==> images/met2.png <==
Drawn at 2 px/um.
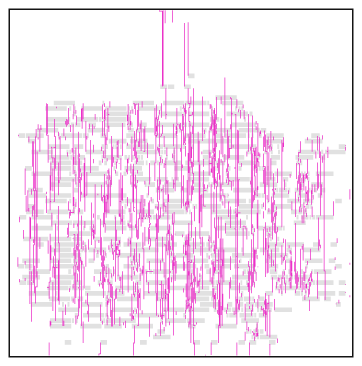
==> images/final_clocks.png <==
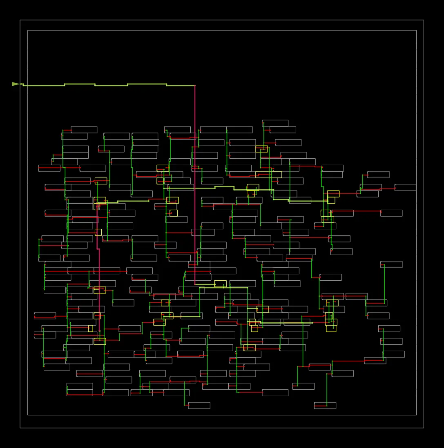
==> images/metal_stack.png <==
Drawn at 3 px/um. Two of the layers only.
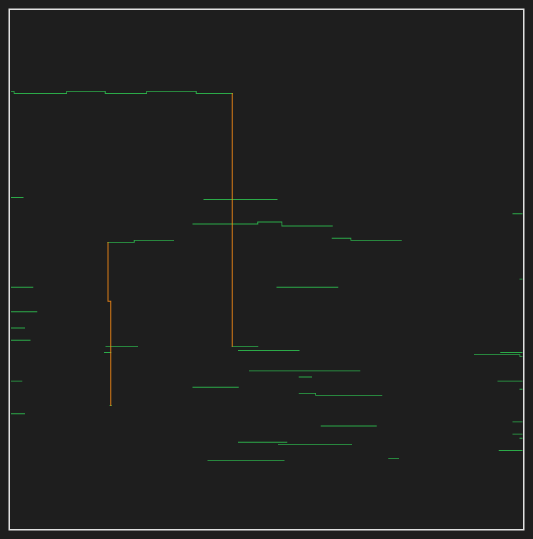
==> images/port_nets.png <==
Drawn at 2 px/um.
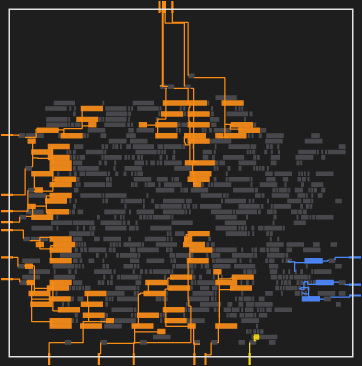
==> images/registers.png <==
Drawn at 2 px/um.
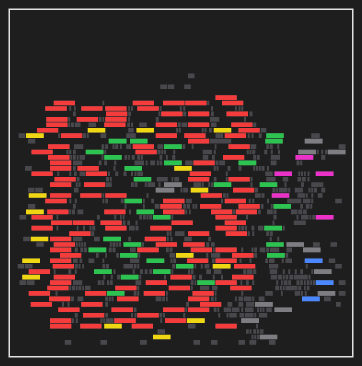
`src/rtl/pcm_i2s_tx.sv`:
```
// pcm_i2s_tx: pairs left/right PCM samples into stereo frames, buffers them
// in a small FIFO and plays them out as a Philips-I2S master (bclk, lrclk,
// sdata all derived from clk and driven straight from flops).
//
// Input handshake: stb_in is a one-cycle strobe with no back-pressure. din
// and in_right are valid only in the cycle stb_in is high. A sample that
// cannot be used is dropped and flagged (sync_err / overflow), never stalled.
module pcm_i2s_tx #(
  parameter int DEPTH    = 4,
  parameter int BCLK_DIV = 4
) (
  input  logic                       clk,
  input  logic                       rst_n,
  input  logic                       stb_in,
  input  logic                       in_right,
  input  logic [15:0]                din,
  output logic [$clog2(DEPTH):0]     level,
  output logic                       full,
  output logic                       overflow,
  output logic                       underrun,
  output logic                       sync_err,
  output logic                       i2s_bclk,
  output logic                       i2s_lrclk,
  output logic                       i2s_sdata
);

  localparam int AW = $clog2(DEPTH);
  localparam int LW = $clog2(DEPTH) + 1;
  localparam int DW = (BCLK_DIV > 1) ? $clog2(BCLK_DIV) : 1;

  // bit-clock generation
  logic [DW-1:0] div_q;
  logic          bclk_q;
  logic          div_tick;
  logic          fall_tick;

  // serialiser
  logic [4:0]    slot_q;
  logic [4:0]    slot_nxt;
  logic [31:0]   shift_q;
  logic [31:0]   shift_nxt;
  logic          lrclk_q;
  logic          sdata_q;

  // pairing
  logic [15:0]   hold_q;
  logic          hold_valid_q;

  // FIFO
  logic [31:0]   mem [DEPTH];
  logic [AW-1:0] wr_ptr_q;
  logic [AW-1:0] rd_ptr_q;
  logic [LW-1:0] level_q;
  logic [LW-1:0] level_nxt;
  logic          full_q;
  logic          fifo_empty;
  logic          pop_req;
  logic          pop;
  logic          push_req;
  logic          push;

  // status pulses
  logic          overflow_q;
  logic          underrun_q;
  logic          sync_err_q;

  // Decode the divider terminal count, the bclk falling toggle and the
  // push/pop decisions for this cycle.
  always_comb begin
    div_tick   = 1'b0;
    fall_tick  = 1'b0;
    slot_nxt   = slot_q + 5'd1;
    fifo_empty = 1'b0;
    pop_req    = 1'b0;
    pop        = 1'b0;
    push_req   = 1'b0;
    push       = 1'b0;

    div_tick   = (div_q == DW'(BCLK_DIV - 1));
    fall_tick  = div_tick & bclk_q;
    fifo_empty = (level_q == '0);
    // The frame is loaded on the falling edge that starts slot 1, which
    // yields the one-bit I2S delay behind the lrclk transition.
    pop_req    = fall_tick & (slot_nxt == 5'd1);
    pop        = pop_req & ~fifo_empty;
    push_req   = stb_in & in_right & hold_valid_q;
    // A full FIFO still accepts when the head leaves in the same cycle.
    push       = push_req & ((level_q != LW'(DEPTH)) | pop);
  end

  // Next shift-register contents and next FIFO occupancy.
  always_comb begin
    shift_nxt = shift_q;
    level_nxt = level_q;

    if (pop_req) begin
      shift_nxt = pop ? mem[rd_ptr_q] : 32'd0;
    end else begin
      shift_nxt = {shift_q[30:0], 1'b0};
    end

    case ({push, pop})
      2'b10:   level_nxt = level_q + LW'(1);
      2'b01:   level_nxt = level_q - LW'(1);
      default: level_nxt = level_q;
    endcase
  end

  // Divider and bit clock: bclk toggles every BCLK_DIV clk cycles, first
  // toggle after reset is rising.
  always_ff @(posedge clk or negedge rst_n) begin
    if (!rst_n) begin
      div_q  <= '0;
      bclk_q <= 1'b0;
    end else if (div_tick) begin
      div_q  <= '0;
      bclk_q <= ~bclk_q;
    end else begin
      div_q  <= div_q + DW'(1);
    end
  end

  // Serialiser: on every falling bclk toggle advance the slot, load or shift
  // the frame, and register the new line values alongside bclk.
  always_ff @(posedge clk or negedge rst_n) begin
    if (!rst_n) begin
      slot_q  <= 5'd0;
      shift_q <= 32'd0;
      lrclk_q <= 1'b0;
      sdata_q <= 1'b0;
    end else if (fall_tick) begin
      slot_q  <= slot_nxt;
      shift_q <= shift_nxt;
      lrclk_q <= slot_nxt[4];
      sdata_q <= shift_nxt[31];
    end
  end

  // Left-sample hold register used to pair a left with the next right.
  always_ff @(posedge clk or negedge rst_n) begin
    if (!rst_n) begin
      hold_q       <= 16'd0;
      hold_valid_q <= 1'b0;
    end else if (stb_in) begin
      if (!in_right) begin
        hold_q       <= din;
        hold_valid_q <= 1'b1;
      end else begin
        // A right sample always consumes the hold, accepted or not.
        hold_valid_q <= 1'b0;
      end
    end
  end

  // FIFO storage; contents need no reset since the pointers define validity.
  always_ff @(posedge clk) begin
    if (push) begin
      mem[wr_ptr_q] <= {hold_q, din};
    end
  end

  // FIFO pointers, level and full flag.
  always_ff @(posedge clk or negedge rst_n) begin
    if (!rst_n) begin
      wr_ptr_q <= '0;
      rd_ptr_q <= '0;
      level_q  <= '0;
      full_q   <= 1'b0;
    end else begin
      if (push) wr_ptr_q <= wr_ptr_q + AW'(1);
      if (pop)  rd_ptr_q <= rd_ptr_q + AW'(1);
      level_q <= level_nxt;
      full_q  <= (level_nxt == LW'(DEPTH));
    end
  end

  // One-cycle status pulses, registered in the cycle after their cause.
  always_ff @(posedge clk or negedge rst_n) begin
    if (!rst_n) begin
      overflow_q <= 1'b0;
      underrun_q <= 1'b0;
      sync_err_q <= 1'b0;
    end else begin
      overflow_q <= push_req & ~push;
      underrun_q <= pop_req & fifo_empty;
      sync_err_q <= stb_in & (in_right ? ~hold_valid_q : hold_valid_q);
    end
  end

  assign level     = level_q;
  assign full      = full_q;
  assign overflow  = overflow_q;
  assign underrun  = underrun_q;
  assign sync_err  = sync_err_q;
  assign i2s_bclk  = bclk_q;
  assign i2s_lrclk = lrclk_q;
  assign i2s_sdata = sdata_q;

endmodule

```
`config.mk`:
```
export PLATFORM = sky130hd
export DESIGN_NAME = pcm_i2s_tx
export DESIGN_NICKNAME = d
export VERILOG_FILES = /design/src/rtl/pcm_i2s_tx.sv
export SDC_FILE = /design/constraint.sdc
export NUM_CORES = 1
export LEC_CHECK = 0
export ABC_AREA = 1
export CORE_AREA = 3 3 168 170
export CTS_BUF_LIST = sky130_fd_sc_hd__clkbuf_2 sky130_fd_sc_hd__clkbuf_4 sky130_fd_sc_hd__clkbuf_8
export DETAILED_ROUTE_END_ITERATION = 7
export DIE_AREA = 0 0 171 173
export PLACE_DENSITY = 0.52
export SETUP_SLACK_MARGIN = 0.05
export SYNTH_ARGS = -nofsm -noshare
export SYNTH_HDL_FRONTEND = slang
export SYNTH_SLANG_ARGS = --single-unit
```
`constraint.sdc`:
```
create_clock -name clk -period 4.49 [get_ports clk]
set_input_delay 0.898 -clock clk [delete_from_list [all_inputs] [get_ports clk]]
set_output_delay 0.898 -clock clk [all_outputs]
set_load 0.02 [all_outputs]
```
==> results_dict.tcl <==
# yosys + openroad results
set metrics [dict create \
    status "complete, no violations" \
    power_frac_seq_pct 57.2 \
    postSynthCellCount 707 \
    via_per_inst 4.426 \
    hold_viol_final 0 \
    cts_hold_buffers 0 \
    drc 0 \
    cts_tree "done" \
    diodes 0 \
    area_delta_synth_final_pct 12.00 \
    fin_hold_ws_ns 0.4320 \
    rr_worst_depth 11 \
    core-area_sq_um 26880 \
    met1_usage_pct 16.22 \
    design_area_sq_um 9226 \
    synthArstFlopShare_pct 34.69 \
    internal_power_uw 2711 \
    switching_power_uw 1033 \
    hold_depth 1 \
    setup-tns-final_ns 0 \
    cts_buffer_depth 2 \
    cts.htree.levels 4 \
    rsz0062_at_grt "false" \
    fp.dieH_um 173 \
    top_usage_layer "met2" \
    drt_iter0_drc 394 \
    synth_area_sq_um 8238 \
    period_needed_ns 2.719 \
    yosys_area_sq_um 8238 \
    most_common_cell "nor2_1" \
    yosys_cells 707 \
    use_met3_pct 2.812 \
    vdd_drop_max_v 0.0001524 \
    placed_area_sq_um 8848 \
    drv_cap 0 \
    grt_pass1_wl_um 26580 \
    dp_hpwl_um 8832 \
    yosysWarnings 0 \
    r2r-start "slot_q[0]$_DFFE_PN0P_" \
    p_comb_share_pct 13.1 \
    start_kind "register" \
    drtPass1Iterations 5 \
    syn_avg_cell_area_sq_um 11.65 \
    ant_nets 0 \
    r2r_end "mem[3][16]$_DFFE_PP_" \
    clock_latency_ns 0.48 \
    max_clock_freq_mhz 367.8 \
    synth_area_leader_cell "edfxtp_1" \
    antenna_found_initial 0 \
    grt_max_degree 69 \
    hp-class "register to register" \
    skew_ns 0.01840 \
    use_met2_pct 17.83 \
    drive_above_1_share_pct 15.63 \
    grt_pass1_vias 4838 \
    p_leak_uw 0.003373 \
    relSlewSlack_pct 29.96 \
    fin_crit_sh_pct 60.55 \
    cts_setup_buffers 0 \
    place_inst 1051 \
    die_w_um 171 \
    routabilityCongestion 0.7128 \
    clkTransAtPathRegs_ns 0.09 \
    wl_per_cell_um 15.07 \
    edf_count 128 \
    ys.flop_type "edfxtp_1" \
    power_frac_clock_pct 29.7 \
    tightest_slew_ns 1.048 \
    nNetsFinal 757 \
    p_per_area_nw_per_um2 405.8 \
    min-delay-start "div_q[0]$_DFF_PN0_" \
    synthTopCellsByCount "nor2_1, edfxtp_1, o21ai_0" \
    swShare_pct 27.60 \
    yosysTopAreaCellShare_pct 46.66 \
]
## Picture notes: met2.png
516 nets have wire on it. The layer carries 7560 um of wire.
final wirelength: 16320 um
DR vias: 4793

## Picture notes: final_clocks.png
flip-flops: 196
CTS buffer count: 17
CTS sink count: 196
Clk. pwr: 1110 uW
CLK BUF: 20

## Picture notes: metal_stack.png
Key: orange = met4 [wire length 140 um]; green = met3 [wire length 518 um]

## Picture notes: port_nets.png
Key: orange = `din` [bits 16, direction input, end cells 80, buffers 16, wire 1100 um]; yellow = `in_right` [bits 1, direction input, end cells 2, buffers 1, wire 12.4 um]; blue = `level` [bits 3, direction output, end cells 3, buffers 3, wire 96.7 um]
Ports: 30
port bufs: 29

## Picture notes: registers.png
Key: red = `mem` [sequential cells 128]; magenta = `slot_q` [sequential cells 5, where middle right]; yellow = `hold_q` [sequential cells 16]; green = `shift_q` [sequential cells 31]; blue = `level` [sequential cells 3]
Another 13 sequential cells are not colored.
Layout Utilization: 34.33%
sequential cell area: 5547 sq um
power in sequential cells: 2140 uW

==> worst max path at each step <==
stage	from	endpoint	slack, ns	cells past startpoint
global placement	stb_in	mem[3][5]$_DFFE_PP_	1.61	6
detailed placement	stb_in	mem[3][22]$_DFFE_PP_	1.59	6
global route	slot_q[0]$_DFFE_PN0P_	full$_DFF_PN0_	1.54	14
CTS	slot_q[0]$_DFFE_PN0P_	mem[3][29]$_DFFE_PP_	1.73	11
floorplan	slot_q[0]$_DFFE_PN0P_	mem[0][0]$_DFFE_PP_	1.35	10
finish	slot_q[0]$_DFFE_PN0P_	mem[3][16]$_DFFE_PP_	1.77	11
==> flip-flops by register name (all words and copies together) (netlist names) <==
name,cells
div_q,2
level,3
i2s_sdata,1
underrun,1
mem,128
hold_valid_q,1
sync_err,1
wr_ptr_q,2
i2s_bclk,1
overflow,1
rd_ptr_q,2
slot_q,5
shift_q,31
full,1
hold_q,16
==> cells by family after synthesis <==
family | after synthesis | synth area share (%)
AOI/OAI and AO/OA | 167 | 11.57
xor gates and xnor gates | 3 | 0.4102
adders and majority gates | 8 | 1.306
buffers and inverters | 97 | 5.316
DFF | 196 | 67.31
muxes | 16 | 2.187
and+or+nand+nor | 220 | 11.89
==> power by group through the flow <==
stage | clock, uW | sequential, uW | combinational, uW
finish | 1110 | 2140 | 489
global route | 1230 | 2160 | 561
CTS | 1150 | 2140 | 501
detailed placement | 0 | 2180 | 498
global placement | 0 | 2180 | 496
floorplan | 0 | 2180 | 308
==> final cells by class <==
class / instances / area, sq um
Clock buffer: 20 / 256.5
Clock inverter: 12 / 121.4
Fill cell: 2657 / 17650
Inverter: 62 / 235.2
Multi-Input combinational cell: 414 / 2285
Sequential cell: 196 / 5547
Tap cell: 341 / 426.7
Timing Repair Buffer: 38 / 355.3
==> per-layer routing <==
layer  up-vias  share of wire (%)
met2        59                 46
li1       2445                  -
met4         0               0.85
met5         -                  0
met3         5                3.2
met1      2284                 50
==> layout by cell type, fill, tap and decap left out, types with 2 or more instances in the layout <==
cell type        count
a21oi_2             29
dfrtp_1             67
nand3_1              9
nand2_4              2
clkinv_4             2
nor2_4               7
nand3_2              3
nand4_1              5
o21ai_0             70
inv_8                2
ha_1                 7
clkdlybuf4s50_1     28
mux2_2              16
edfxtp_1           128
nand2_2              5
clkinv_2             2
inv_6                3
clkinvlp_4           2
nand3_4              3
nand2_1             18
clkbuf_8            17
inv_2                3
buf_4               10
a21oi_1              5
xor2_1               2
clkbuf_4             3
nor2_1             165
o21ai_1             60
inv_1               58
==> critical path: stages (launching register included) <==
cell	delay, ns
dfrtp_1	0.43
ha_1	0.26
nand2_1	0.12
nand3_4	0.09
inv_2	0.08
nand2_4	0.06
nor2_8	0.45
inv_2	0.08
nand2_2	0.10
nand2_4	0.11
nor2_4	0.10
buf_4	0.45
==> metrics by stage <==
step	total power, uW	setup WS, ns
after global routing	3948	1.536
after floorplan	2492	1.354
final	3744	1.771
after CTS	3792	1.735
after global placement	2677	1.607
after detailed placement	2679	1.587
Power figures rest on the tool's default switching activity, not on a simulated workload.
